==> src/rtl/super_sys_ctrl_pkg.sv <==
// Shared types and constants for the super systolic array job sequencer.
package super_sys_ctrl_pkg;

    // Geometry of the 2x2 super systolic array driven by the sequencer.
    localparam int SUPER_SYS_ROWS = 4;
    localparam int SUPER_SYS_COLS = 4;
    localparam int SMALL_SYS_ROWS = 2;
    localparam int A_BITWIDTH     = 8;

    // Array operating modes selected by cfg_mode.
    localparam logic MODE_FUSED = 1'b0;
    localparam logic MODE_SPLIT = 1'b1;

    // Job sequencer states.
    typedef enum logic [2:0] {
        S_IDLE  = 3'd0,
        S_WLOAD = 3'd1,
        S_FEED  = 3'd2,
        S_DRAIN = 3'd3,
        S_DONE  = 3'd4
    } sctrl_state_t;

    // Latched job descriptor; the vector count is held separately because
    // its width follows the counter-width parameter of the instance.
    typedef struct packed {
        logic       mode;
        logic [7:0] wrows;
        logic       illegal;
    } sctrl_cfg_t;

    // A descriptor is unusable when it loads no weight rows, more rows than
    // the array has, or carries no activation vectors.
    function automatic logic cfg_illegal(input logic [7:0] wrows,
                                         input logic       nvec_zero,
                                         input logic [7:0] max_rows);
        return (wrows == 8'd0) || (wrows > max_rows) || nvec_zero;
    endfunction

endpackage

==> src/rtl/super_sys_ctrl_skew_buf.sv <==
// Per-row activation skew line: row r is delayed r cycles behind row 0,
// and row 0 itself passes through one register. Each stage carries {en, data}.
// The whole line clears on the asynchronous reset or a synchronous flush.
module skew_buf #(
    parameter int ROWS = 4,
    parameter int DW   = 8
) (
    input  logic                 clk,
    input  logic                 rst,
    input  logic                 flush,
    input  logic                 en_in,
    input  logic [ROWS*DW-1:0]   data_in,
    output logic [ROWS-1:0]      en_out,
    output logic [ROWS*DW-1:0]   data_out
);

    for (genvar r = 0; r < ROWS; r++) begin : g_row
        logic [DW:0] line_q [0:r];

        // Delay line for this row; always advances unless flushed.
        always_ff @(posedge clk or posedge rst) begin
            if (rst) begin
                for (int i = 0; i <= r; i++) begin
                    line_q[i] <= '0;
                end
            end else if (flush) begin
                for (int i = 0; i <= r; i++) begin
                    line_q[i] <= '0;
                end
            end else begin
                line_q[0] <= {en_in, data_in[r*DW +: DW]};
                for (int i = 1; i <= r; i++) begin
                    line_q[i] <= line_q[i-1];
                end
            end
        end

        assign en_out[r]             = line_q[r][DW];
        assign data_out[r*DW +: DW]  = line_q[r][DW-1:0];
    end

endmodule

==> src/rtl/super_sys_ctrl.sv <==
// Job sequencer for the 2x2 super systolic array: latches a descriptor,
// holds the array mux selects for the job mode, runs weight load, streams
// skewed activations and counts output beats until the job drains.
// Optional build macro: SUPER_SYS_CTRL_PERF_EN adds busy/stall/drain
// cycle counters as extra read-only outputs.
module super_sys_ctrl
    import super_sys_ctrl_pkg::*;
#(
    parameter int ROWS  = SUPER_SYS_ROWS,
    parameter int COLS  = SUPER_SYS_COLS,
    parameter int CNT_W = 16
) (
    input  logic                        clk,
    input  logic                        rst,
    input  logic                        start,
    input  logic                        cfg_mode,
    input  logic [7:0]                  cfg_wrows,
    input  logic [CNT_W-1:0]            cfg_nvec,
    output logic                        busy,
    output logic                        done,
    output logic                        err,
    output logic                        w_rd_en,
    output logic [COLS-1:0]             wfetch,
    input  logic                        act_valid,
    input  logic [ROWS*A_BITWIDTH-1:0]  act_data,
    output logic                        act_ready,
    output logic [ROWS-1:0]             if_en,
    output logic [ROWS*A_BITWIDTH-1:0]  if_data,
    output logic [SMALL_SYS_ROWS-1:0]   if_mux_sel,
    output logic [SUPER_SYS_ROWS-1:0]   w_mux_sel,
    input  logic                        arr_valid,
    output logic                        of_valid
`ifdef SUPER_SYS_CTRL_PERF_EN
    ,
    output logic [CNT_W-1:0]            perf_busy_cyc,
    output logic [CNT_W-1:0]            perf_stall_cyc,
    output logic [CNT_W-1:0]            perf_drain_cyc
`endif
);

    localparam logic [CNT_W-1:0] CNT_ZERO = {CNT_W{1'b0}};
    localparam logic [CNT_W-1:0] CNT_MAX  = {CNT_W{1'b1}};

    sctrl_state_t        state_q, state_d;
    sctrl_cfg_t          cfg_q, cfg_d;
    logic [CNT_W-1:0]    nvec_q, nvec_d;
    logic [7:0]          wcnt_q, wcnt_d;
    logic [CNT_W-1:0]    vcnt_q, vcnt_d;
    logic [CNT_W-1:0]    beat_q, beat_d;
    logic                busy_q, busy_d;
    logic                done_q, done_d;
    logic                err_q, err_d;
    logic                wfetch_q, wfetch_d;
    logic                feed_q, feed_d;
    logic                sel_q, sel_d;
    logic                ovalid_q, ovalid_d;

    logic                illegal_s;
    logic                beat_win_s;
    logic [CNT_W-1:0]    beat_sum_s;
    logic                flush_s;
    logic                accept_s;
    logic [ROWS*A_BITWIDTH-1:0] skew_data_s;

    assign illegal_s  = cfg_illegal(cfg_wrows, (cfg_nvec == CNT_ZERO), 8'(ROWS));
    // Beats only count while vectors can be in flight through the array.
    assign beat_win_s = (state_q == S_FEED) || (state_q == S_DRAIN);
    // Saturating beat count: extra beats past the maximum do not wrap.
    assign beat_sum_s = (beat_win_s && arr_valid && (beat_q != CNT_MAX))
                        ? (beat_q + CNT_W'(1)) : beat_q;

    // Next-state, counter and registered-output decode for the job FSM.
    always_comb begin
        state_d  = state_q;
        cfg_d    = cfg_q;
        nvec_d   = nvec_q;
        wcnt_d   = wcnt_q;
        vcnt_d   = vcnt_q;
        beat_d   = beat_q;
        flush_s  = 1'b0;
        accept_s = 1'b0;

        case (state_q)
            S_IDLE: begin
                wcnt_d = 8'd0;
                vcnt_d = CNT_ZERO;
                beat_d = CNT_ZERO;
                if (start) begin
                    cfg_d.mode    = cfg_mode;
                    cfg_d.wrows   = cfg_wrows;
                    cfg_d.illegal = illegal_s;
                    nvec_d        = cfg_nvec;
                    flush_s       = 1'b1;
                    state_d       = illegal_s ? S_DONE : S_WLOAD;
                end else begin
                    state_d = S_IDLE;
                end
            end
            S_WLOAD: begin
                wcnt_d = wcnt_q + 8'd1;
                if (wcnt_q == (cfg_q.wrows - 8'd1)) begin
                    state_d = S_FEED;
                end else begin
                    state_d = S_WLOAD;
                end
            end
            S_FEED: begin
                accept_s = act_valid;
                beat_d   = beat_sum_s;
                if (act_valid) begin
                    vcnt_d = vcnt_q + CNT_W'(1);
                    if (vcnt_q == (nvec_q - CNT_W'(1))) begin
                        state_d = S_DRAIN;
                    end else begin
                        state_d = S_FEED;
                    end
                end else begin
                    state_d = S_FEED;
                end
            end
            S_DRAIN: begin
                beat_d = beat_sum_s;
                if (beat_sum_s >= nvec_q) begin
                    state_d = S_DONE;
                end else begin
                    state_d = S_DRAIN;
                end
            end
            S_DONE: begin
                // A job entered straight from IDLE (illegal descriptor) spends
                // one silent cycle here before its done pulse.
                if (done_q) begin
                    state_d = S_IDLE;
                    vcnt_d  = CNT_ZERO;
                    beat_d  = CNT_ZERO;
                end else begin
                    state_d = S_DONE;
                end
            end
            default: begin
                state_d = S_IDLE;
            end
        endcase

        busy_d   = (state_d != S_IDLE);
        done_d   = (state_d == S_DONE) && (state_q != S_IDLE);
        err_d    = done_d && cfg_q.illegal;
        wfetch_d = (state_d == S_WLOAD);
        feed_d   = (state_d == S_FEED);
        sel_d    = (state_d != S_IDLE) && (cfg_d.mode == MODE_SPLIT);
        ovalid_d = beat_win_s && arr_valid;
    end

    // FSM state register.
    always_ff @(posedge clk or posedge rst) begin
        if (rst) begin
            state_q <= S_IDLE;
        end else begin
            state_q <= state_d;
        end
    end

    // Descriptor, counters and registered control outputs.
    always_ff @(posedge clk or posedge rst) begin
        if (rst) begin
            cfg_q    <= '0;
            nvec_q   <= CNT_ZERO;
            wcnt_q   <= 8'd0;
            vcnt_q   <= CNT_ZERO;
            beat_q   <= CNT_ZERO;
            busy_q   <= 1'b0;
            done_q   <= 1'b0;
            err_q    <= 1'b0;
            wfetch_q <= 1'b0;
            feed_q   <= 1'b0;
            sel_q    <= 1'b0;
            ovalid_q <= 1'b0;
        end else begin
            cfg_q    <= cfg_d;
            nvec_q   <= nvec_d;
            wcnt_q   <= wcnt_d;
            vcnt_q   <= vcnt_d;
            beat_q   <= beat_d;
            busy_q   <= busy_d;
            done_q   <= done_d;
            err_q    <= err_d;
            wfetch_q <= wfetch_d;
            feed_q   <= feed_d;
            sel_q    <= sel_d;
            ovalid_q <= ovalid_d;
        end
    end

    // Accepted vectors enter the skew line; idle FEED cycles push bubbles.
    assign skew_data_s = accept_s ? act_data : {(ROWS*A_BITWIDTH){1'b0}};

    skew_buf #(
        .ROWS (ROWS),
        .DW   (A_BITWIDTH)
    ) u_skew (
        .clk      (clk),
        .rst      (rst),
        .flush    (flush_s),
        .en_in    (accept_s),
        .data_in  (skew_data_s),
        .en_out   (if_en),
        .data_out (if_data)
    );

    assign busy       = busy_q;
    assign done       = done_q;
    assign err        = err_q;
    assign w_rd_en    = wfetch_q;
    assign wfetch     = {COLS{wfetch_q}};
    // Ready is the valid gated by a registered FEED flag, so a vector is
    // consumed in the same cycle it is offered.
    assign act_ready  = feed_q & act_valid;
    assign if_mux_sel = {SMALL_SYS_ROWS{sel_q}};
    assign w_mux_sel  = {SUPER_SYS_ROWS{sel_q}};
    assign of_valid   = ovalid_q;

`ifdef SUPER_SYS_CTRL_PERF_EN
    logic [CNT_W-1:0] perf_busy_q;
    logic [CNT_W-1:0] perf_stall_q;
    logic [CNT_W-1:0] perf_drain_q;

    // Performance counters: cleared when a job is accepted, frozen after done.
    always_ff @(posedge clk or posedge rst) begin
        if (rst) begin
            perf_busy_q  <= CNT_ZERO;
            perf_stall_q <= CNT_ZERO;
            perf_drain_q <= CNT_ZERO;
        end else if ((state_q == S_IDLE) && start) begin
            perf_busy_q  <= CNT_ZERO;
            perf_stall_q <= CNT_ZERO;
            perf_drain_q <= CNT_ZERO;
        end else begin
            if (busy_q) begin
                perf_busy_q <= perf_busy_q + CNT_W'(1);
            end
            if ((state_q == S_FEED) && !act_valid) begin
                perf_stall_q <= perf_stall_q + CNT_W'(1);
            end
            if (state_q == S_DRAIN) begin
                perf_drain_q <= perf_drain_q + CNT_W'(1);
            end
        end
    end

    assign perf_busy_cyc  = perf_busy_q;
    assign perf_stall_cyc = perf_stall_q;
    assign perf_drain_cyc = perf_drain_q;
`endif

endmodule

==> config.mk <==
export PLATFORM = sky130hd
export DESIGN_NAME = super_sys_ctrl
export DESIGN_NICKNAME = d
export VERILOG_FILES = /design/src/rtl/super_sys_ctrl_pkg.sv /design/src/rtl/super_sys_ctrl_skew_buf.sv /design/src/rtl/super_sys_ctrl.sv
export SDC_FILE = /design/constraint.sdc
export NUM_CORES = 1
export LEC_CHECK = 0
export CAP_MARGIN = 5
export CORE_MARGIN = 3
export CORE_UTILIZATION = 50
export DETAILED_ROUTE_END_ITERATION = 8
export MAX_ROUTING_LAYER = met4
export PLACE_DENSITY = 0.74
export SYNTH_ARGS = -nofsm -noshare
export SYNTH_HDL_FRONTEND = slang
export SYNTH_SLANG_ARGS = --single-unit
export TNS_END_PERCENT = 30
==> constraint.sdc <==
create_clock -name clk -period 6.34 [get_ports clk]
set_clock_uncertainty 0.05 [all_clocks]
set_input_delay 1.585 -clock clk [delete_from_list [all_inputs] [get_ports clk]]
set_output_delay 1.585 -clock clk [all_outputs]
set_load 0.005 [all_outputs]
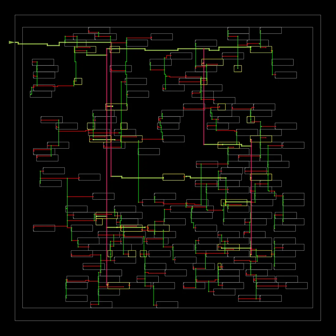
Run 1: clock nets
P_clk: 0.936 mW
total CTS buffers: 17
Late-Pin Clk Latency: 0.43 ns
CLK BUF: 18
Clock Sinks: 160

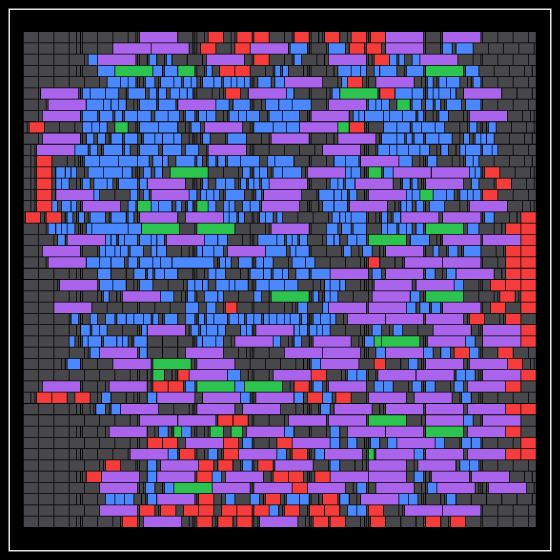
Run 1: placement by cell class
Fill, decap, tap and diode cells in gray.
legend:
  green:
    class: clock drivers and dummy loads
    cells: 31
    share_of_their_area: 5.9%
  blue:
    class: remaining logic cells
    cells: 523
    share_of_their_area: 37%
  red:
    class: remaining buffers and delay cells
    cells: 117
    share_of_their_area: 13%
  purple:
    class: registers
    cells: 160
    share_of_their_area: 44%
row count: 44
Core Util, Final: 0.625
design area: 0.00925 mm²

==> GITHUB_STEP_SUMMARY, run 1 <==
### Metrics collected by this job

| Metric | Value |
|---|---|
| Post-synth EDFFs | 0 |
| Drt wl/cell | ~16 µm |
| Worst setup path startpoint | arr_valid |
| Most used DFF post-synth | dfrtp_1 |
| Reg power frac | 0.421 |
| Overall routing resource usage | 0.215 |
| Pre-CTS WS | ~0.84 ns |
| Comb group | 0.765 mW |
| Worst Path Arrival | 5.44 ns |
| Clock power share | 0.319 |
| R2R Path Start | beat_q[0]$_DFFE_PP0P_ |
| Grt ovf | 0 |
| Pleak | 4.23 nW |
| Pwr dens | between 300 and 400 mW/mm² |
| Die Y | 130 µm |
| Kind of critical path | input port to flop |
| Clock transition at path regs | 0.07 ns |
| Share of layout cells above drive strength 1 | 0.0758 |
| Slew headroom | 0.241 |
| Top non-seq family | simple AND/OR/NAND/NOR gates |
| H-tree lvl count | 4 |
| Drt total wl | 16300 µm |
| Max Freq | 194 MHz |
| OpenROAD warning count | 26 |
| Synth warn | 0 |
| Floorplan Nets | 832 |
| R2r setup slk | around 1.7 ns |
| Worst-case reg-to-reg path depth | 15 |
| Final setup fails | 0 |
| Top post-synthesis cells by count | 160 x dfrtp_1, 63 x nand2_1, 56 x o21ai_0 |
| Gate Count Post-Synth | 749 |
| AO/OA Area Share | 0.0873 |
| Most frequent cells in the layout | 160 x dfrtp_1, 113 x clkdlybuf4s50_1, 63 x nand2_1 |
| # diodes | 0 |
| Cell with the most instances after synthesis | dfrtp_1 |
| GRT busiest layer | met2 |
| Reg-to-reg endpoint | feed_q$_DFF_PP0_ |
| Detailed Routing Iterations Pass 1 | 5 |
| Met1 Usage GRT | 0.270 |
| CP peak stage delay | 0.53 ns |
| Cell family with most CP delay | simple AND/OR/NAND/NOR gates |
| Logic area | 0.00323 mm² |
| Initial DRC count | about 440 |
| MUX area fraction | 0.0321 |
| Top Consumer | sequential cells |
| Biggest register | u_skew.g_row.line_q |
| Vias in the first global route | 5529 |
| Worst setup path endpoint | feed_q$_DFF_PP0_ |
| Peak VDD IR | approximately 0.23 mV |
| GPL Wtd Cong | approximately 0.9 |
| Initial antenna violation count | 0 |
| Sw Pwr | 0.990 mW |
| # IOs | 114 |
| Routed vias/inst | between 5 and 6 |
| Synth Seq Share | 0.518 |
| CTS tree | built |
| Worst hold endpoint | u_skew.g_row[3].line_q[12]$_DFF_PP0_ |
| Max-cap violations | 0 |
| RSZ-0062 raised after global routing | false |
| Via count | ~5600 |
| Cts repair resizes | 0 |
| Max reg flops | ~57 |
| Longest Clk Path Bufs | 2 |
| Drt drc | 0 |
| Setup TNS | 0 ns |
| Yosys xor share | 0.0555 |
| Metal-1 WL | 7170 µm |
| Metal2 WL | 8040 µm |
| Die Width | 130 µm |
| Crit path max fanout | 5 |
| Yosys stat chip area | 0.00773 mm² |
| Cell area after synthesis | 0.00773 mm² |
| Most used logic cell in the final layout | dfrtp_1 |
| Buffers on Ports | around 110 |
| M2 GR Usage | 0.341 |
| Hold Path Depth | 1 |
| Outcome | finished clean |
| Final min period | between 5 and 6 ns |
| Net Sw Frac | 0.337 |
| Syn Area/Cell | between 10 and 15 µm² |
| Yosys cell count | ~750 |
| CP required | 6.62 ns |
| Uppermost layer routed | met4 |
| Area Growth Syn to Fin | 19.7% |
| Met3 WL post-DR | 716 µm |
| Core Box Area | 0.0148 mm² |
| Hold Buf Count CTS | 0 |
| Fin nets | between 900 and 1000 |
| Crit share post-route | 0.813 |
| HP Class | flop to flop |
| FP Util | 0.522 |
| PnR worst setup slack | 1.18 ns |
| Hold Fails Final Rpt | 0 |
| Final ANT Viol Nets | 0 |
| M3 GR Usage | 0.0463 |
| Async S/R FF share, synth | 1.00 |
| Internal power | between 1.5 and 2 mW |
| WP depth | 14 |
| Post-synth regs | 160 |
| Hold path start | u_skew.g_row[3].line_q[21]$_DFF_PP0_ |
| Fillers | between 1000 and 1500 |
| Simple Share, Synth | 0.209 |
| Largest area contributor in the netlist | dfrtp_1 |
| DIE AREA | 0.0170 mm² |
| Area leader share | 0.518 |
| Setup Fix Bufs, Post-CTS | 0 |
| Distinct cells, synth | between 50 and 60 |
| Worst path buffer plus inverter count | 1 |
| Comb pwr share | 0.261 |
| Least-Margin Pin Slew | about 1.1 ns |
| Pins Over Slew Limit | 0 |
| Fa+ha+maj area frac | 0.0340 |
| Cells along the critical path | clkdlybuf4s50_1, nand2_1, a21o_1, nor3_1, nand3_1, xnor2_1, ha_1, a211oi_1, nor2_1, or3_2, a211oi_1, nor2_1, o2bb2ai_1, nor3b_1 |
| Global-route wire length before repair | 27600 µm |
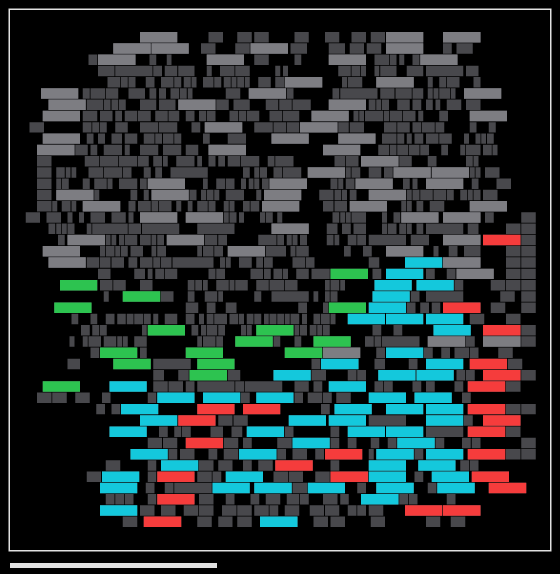
Run 1: where the registers sit
The bar under the picture is 50 µm long.
legend:
  cyan:
    name_in_the_netlist: u_skew.g_row.line_q
    placed_flops: 57
  green:
    name_in_the_netlist: vcnt_q
    placed_flops: 16
  red:
    name_in_the_netlist: u_skew.data_out
    placed_flops: 24
not colored: 63
Flop area: 0.00400 mm²
fraction of area in registers: 0.433
Seq power: 1.23 mW

[run 1: through the flow]
stage | utilization | total power, mW | hold slack (ns) | std cells | instance area (µm²)
after floorplan | - | 1.78 | 0.389 | 749 | 7730
after global placement | 0.589 | 1.96 | 0.391 | 984 | 8720
after detailed placement | 0.589 | 2.00 | 0.397 | 984 | 8720
after CTS | 0.625 | 2.95 | 0.408 | 1015 | 9250
after global routing | 0.625 | 3.11 | 0.422 | 1015 | 9250
final | 0.625 | 2.93 | 0.404 | 1015 | 9250
[run 1: area by class of cell]
cell class              count  area share
clock buffers              18      0.0464
clock inverters            13      0.0112
inverters                  25      0.0107
multi-input cells         498       0.349
flip-flops and latches    160       0.433
well taps                 184      0.0249
repair buffers            117       0.125
Run 1, signal wires by layer:
The bar under the picture is 50 µm long. Only two layers are drawn.
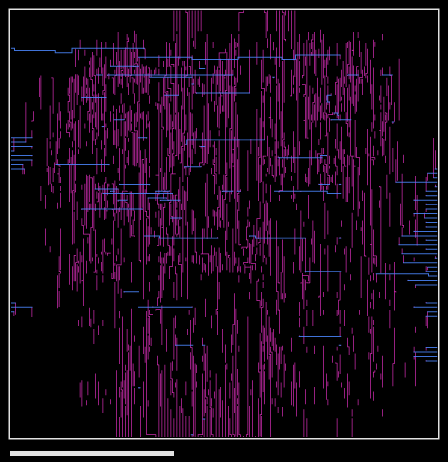

==> run 2: changes to the inputs <==
==> constraint.sdc (replaced) <==
create_clock -name clk -period 5.3 [get_ports clk]
set_clock_uncertainty 0.05 [all_clocks]
set_input_delay 1.325 -clock clk [delete_from_list [all_inputs] [get_ports clk]]
set_output_delay 1.325 -clock clk [all_outputs]
set_load 0.005 [all_outputs]
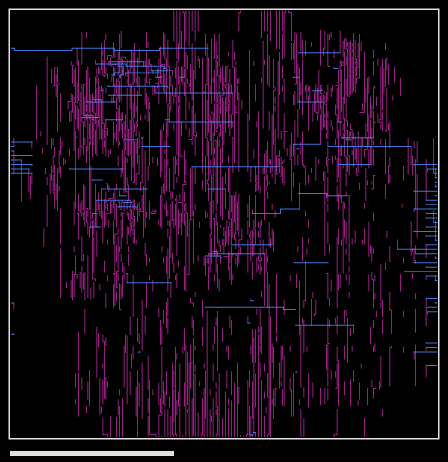
Run 2: signal wires by layer
The bar under the picture is 50 µm long. Only two layers are drawn.
legend:
  blue:
    layer: M3
    wire_length: 700 µm
  magenta:
    layer: M2
    wire_length: 7780 µm
overall routing resource usage: 0.207
via count: 5464
drt wl/cell: 15.5 µm
drt total wl: 15800 µm

==> run 2 against run 1 <==
  * Hold slack lost 0.0017 ns
  * Core utilization up 0.57 points
  * Sequential power increased by about 20%
  * Final area up 0.91%
  * First-iteration DRC count is 4.6% higher
  * Cell count rose by 0.39%
  * Synthesized cell count unchanged
  * Global-route usage down 0.78 points
  * Via count is 2.0% lower
  * Die area stayed put
  * Largest power group unchanged
  * Critical endpoint unchanged
==> GITHUB_STEP_SUMMARY, run 2 <==
### Metrics collected by this job

| Metric | Value |
|---|---|
| Outcome | finished clean (unchanged) |
| Hold slack | 0.402 ns (was 0.404 ns) |
| PnR worst setup slack | 0.830 ns (was 1.18 ns) |
| Fa+ha+maj area frac | 0.0340 (unchanged) |
| Metal2 WL | 7780 µm (was 8040 µm) |
| Least-Margin Pin Slew | 1.07 ns (was 1.14 ns) |
| R2R Path Start | beat_q[0]$_DFFE_PP0P_ (unchanged) |
| Initial antenna violation count | 0 (unchanged) |
| Net Sw Frac | 0.331 (was 0.337) |
| Clock Sinks | 160 (unchanged) |
| Fin nets | 905 (was 902) |
| Yosys stat chip area | 0.00773 mm² (unchanged) |
| Drt drc | 0 (unchanged) |
| Area Growth Syn to Fin | 20.8% (was 19.7%) |
| Worst-case reg-to-reg path depth | 17 (was 15) |
| Internal power | 2.40 mW (was 1.95 mW) |
| Floorplan Nets | 832 (unchanged) |
| Max-cap violations | 0 (unchanged) |
| OpenROAD warning count | 26 (unchanged) |
| Final min period | 4.47 ns |
| Max reg flops | 57 (unchanged) |
| Seq power | 1.48 mW (was 1.23 mW) |
| Routed vias/inst | 5.36 (was 5.49) |
| Hold path start | u_skew.g_row[3].line_q[11]$_DFF_PP0_ (was u_skew.g_row[3].line_q[21]$_DFF_PP0_) |
| Post-synth EDFFs | 0 (unchanged) |
| Clock transition at path regs | 0.07 ns (about the same) |
| CP required | 5.57 ns (was 6.62 ns) |
| AO/OA Area Share | 0.0873 (unchanged) |
| Initial DRC count | 457 (was 437) |
| Yosys cell count | 749 (unchanged) |
| Slew headroom | 0.283 (was 0.241) |
| GRT busiest layer | met2 (unchanged) |
| Hold Path Depth | 1 (unchanged) |
| Sw Pwr | 1.18 mW (was 0.990 mW) |
| Uppermost layer routed | met4 (unchanged) |
| DIE AREA | 0.0170 mm² (unchanged) |
| Async S/R FF share, synth | 1.00 (unchanged) |
| Late-Pin Clk Latency | 0.43 ns (about the same) |
| Worst Path Arrival | 4.74 ns (was 5.44 ns) |
| GPL Wtd Cong | 0.887 (was 0.881) |
| Total CTS buffers | 17 (unchanged) |
| Die Y | 130 µm (unchanged) |
| Pins Over Slew Limit | 0 (unchanged) |
| Post-Layout Cell Count | 1019 (was 1015) |
| Met1 Usage GRT | 0.255 (was 0.270) |
| P_clk | 1.19 mW (was 0.936 mW) |
| Max Freq | 224 MHz |
| Cts repair resizes | 0 (unchanged) |
| Largest area contributor in the netlist | dfrtp_1 (unchanged) |
| Crit share post-route | 0.843 |
| Pre-CTS WS | 0.559 ns (was 0.836 ns) |
| Global-route wire length before repair | 26800 µm (was 27600 µm) |
| Yosys xor share | 0.0555 (unchanged) |
| Final Power | 3.58 mW (was 2.93 mW) |
| Distinct cells, synth | 55 (unchanged) |
| # diodes | 0 (unchanged) |
| Top post-synthesis cells by count | 160 x dfrtp_1, 63 x nand2_1, 56 x o21ai_0 (unchanged) |
| Syn Area/Cell | 10.3 µm² (unchanged) |
| Final setup fails | 0 (unchanged) |
| Worst setup path startpoint | arr_valid (unchanged) |
| Comb group | 0.914 mW (was 0.765 mW) |
| Most used logic cell in the final layout | dfrtp_1 (unchanged) |
| Simple Share, Synth | 0.209 (unchanged) |
| Hold Buf Count CTS | 0 (unchanged) |
| Grt ovf | 0 (unchanged) |
| Synth warn | 0 (unchanged) |
| Core Util, Final | 0.631 (was 0.625) |
| FP Util | 0.522 (unchanged) |
| # placed instances | 987 (was 984) |
| Area leader share | 0.518 (unchanged) |
| Detailed Routing Iterations Pass 1 | 5 (unchanged) |
| Setup TNS | 0 ns (unchanged) |
| Share of layout cells above drive strength 1 | 0.0814 (was 0.0758) |
| Reg-to-reg endpoint | feed_q$_DFF_PP0_ (unchanged) |
| Longest Clk Path Bufs | 2 (unchanged) |
| Core Box Area | 0.0148 mm² (unchanged) |
| Vias in the first global route | 5621 (was 5529) |
| Largest net degree at the start of global routing | 90 (was 71) |
| HP Class | flop to flop (unchanged) |
| Hpwl dp | 11500 µm (was 11700 µm) |
| Pleak | 4.29 nW (was 4.23 nW) |
| Final ANT Viol Nets | 0 (unchanged) |
| Most used DFF post-synth | dfrtp_1 (unchanged) |
| M3 GR Usage | 0.0426 (was 0.0463) |
| Metal-1 WL | 6940 µm (was 7170 µm) |
| Post-synth regs | 160 (unchanged) |
| Worst setup path endpoint | feed_q$_DFF_PP0_ (unchanged) |
| Peak VDD IR | 0.270 mV (was 0.228 mV) |
| Comb pwr share | 0.255 (was 0.261) |
| Row count | 44 (unchanged) |
| # IOs | 114 (unchanged) |
| Gate Count Post-Synth | 749 (unchanged) |
| Cell with the most instances after synthesis | dfrtp_1 (unchanged) |
| M2 GR Usage | 0.332 (was 0.341) |
| Top Consumer | sequential cells (unchanged) |
| Clock power share | 0.333 (was 0.319) |
| Post-DP Area | 0.00875 mm² (was 0.00872 mm²) |
| Top non-seq family | simple AND/OR/NAND/NOR gates (unchanged) |
| RSZ-0062 raised after global routing | false (unchanged) |
| Kind of critical path | input port to flop (unchanged) |
| Pwr dens | 384 mW/mm² (was 317 mW/mm²) |
| R2r setup slk | 1.08 ns (was 1.70 ns) |
| Design area | 0.00934 mm² (was 0.00925 mm²) |
| Most frequent cells in the layout | 160 x dfrtp_1, 113 x clkdlybuf4s50_1, 63 x nand2_1 (unchanged) |
| Crit path max fanout | 4 (was 5) |
| Met3 WL post-DR | 700 µm (was 716 µm) |
| Die Width | 130 µm (unchanged) |
| H-tree lvl count | 4 (unchanged) |
| Worst hold endpoint | u_skew.data_out[26]$_DFF_PP0_ (was u_skew.g_row[3].line_q[12]$_DFF_PP0_) |
| Buffers on Ports | 113 (unchanged) |
| Reg power frac | 0.412 (was 0.421) |
| Hold Fails Final Rpt | 0 (unchanged) |
| Setup Fix Bufs, Post-CTS | 0 (unchanged) |
| Synth Seq Share | 0.518 (unchanged) |
| CTS tree | built (unchanged) |
| Biggest register | u_skew.g_row.line_q (unchanged) |
| MUX area fraction | 0.0321 (unchanged) |
| Cell area after synthesis | 0.00773 mm² (unchanged) |
## run 2: final cells by class
cell class | instances | area [µm²]
flip-flops and latches | 160 | 4000
multi-input cells | 498 | 3230
inverters | 25 | 97.6
well taps | 184 | 230
clock buffers | 18 | 439
fillers | 1185 | 5470
clock inverters | 14 | 144
repair buffers | 120 | 1200
## run 2: critical path: stages
cell	delay (ns)
clkdlybuf4s50_1	0.46
nand2_1	0.09
a21o_1	0.24
nor3_1	0.35
buf_4	0.20
nand3_1	0.14
xnor2_1	0.17
ha_1	0.30
nand4_1	0.16
nor3_1	0.08
or3_2	0.41
a211oi_1	0.21
buf_4	0.16
nor2_1	0.04
o2bb2ai_1	0.19
nor3b_1	0.22
Power figures rest on the tool's default switching activity, not on a simulated workload.
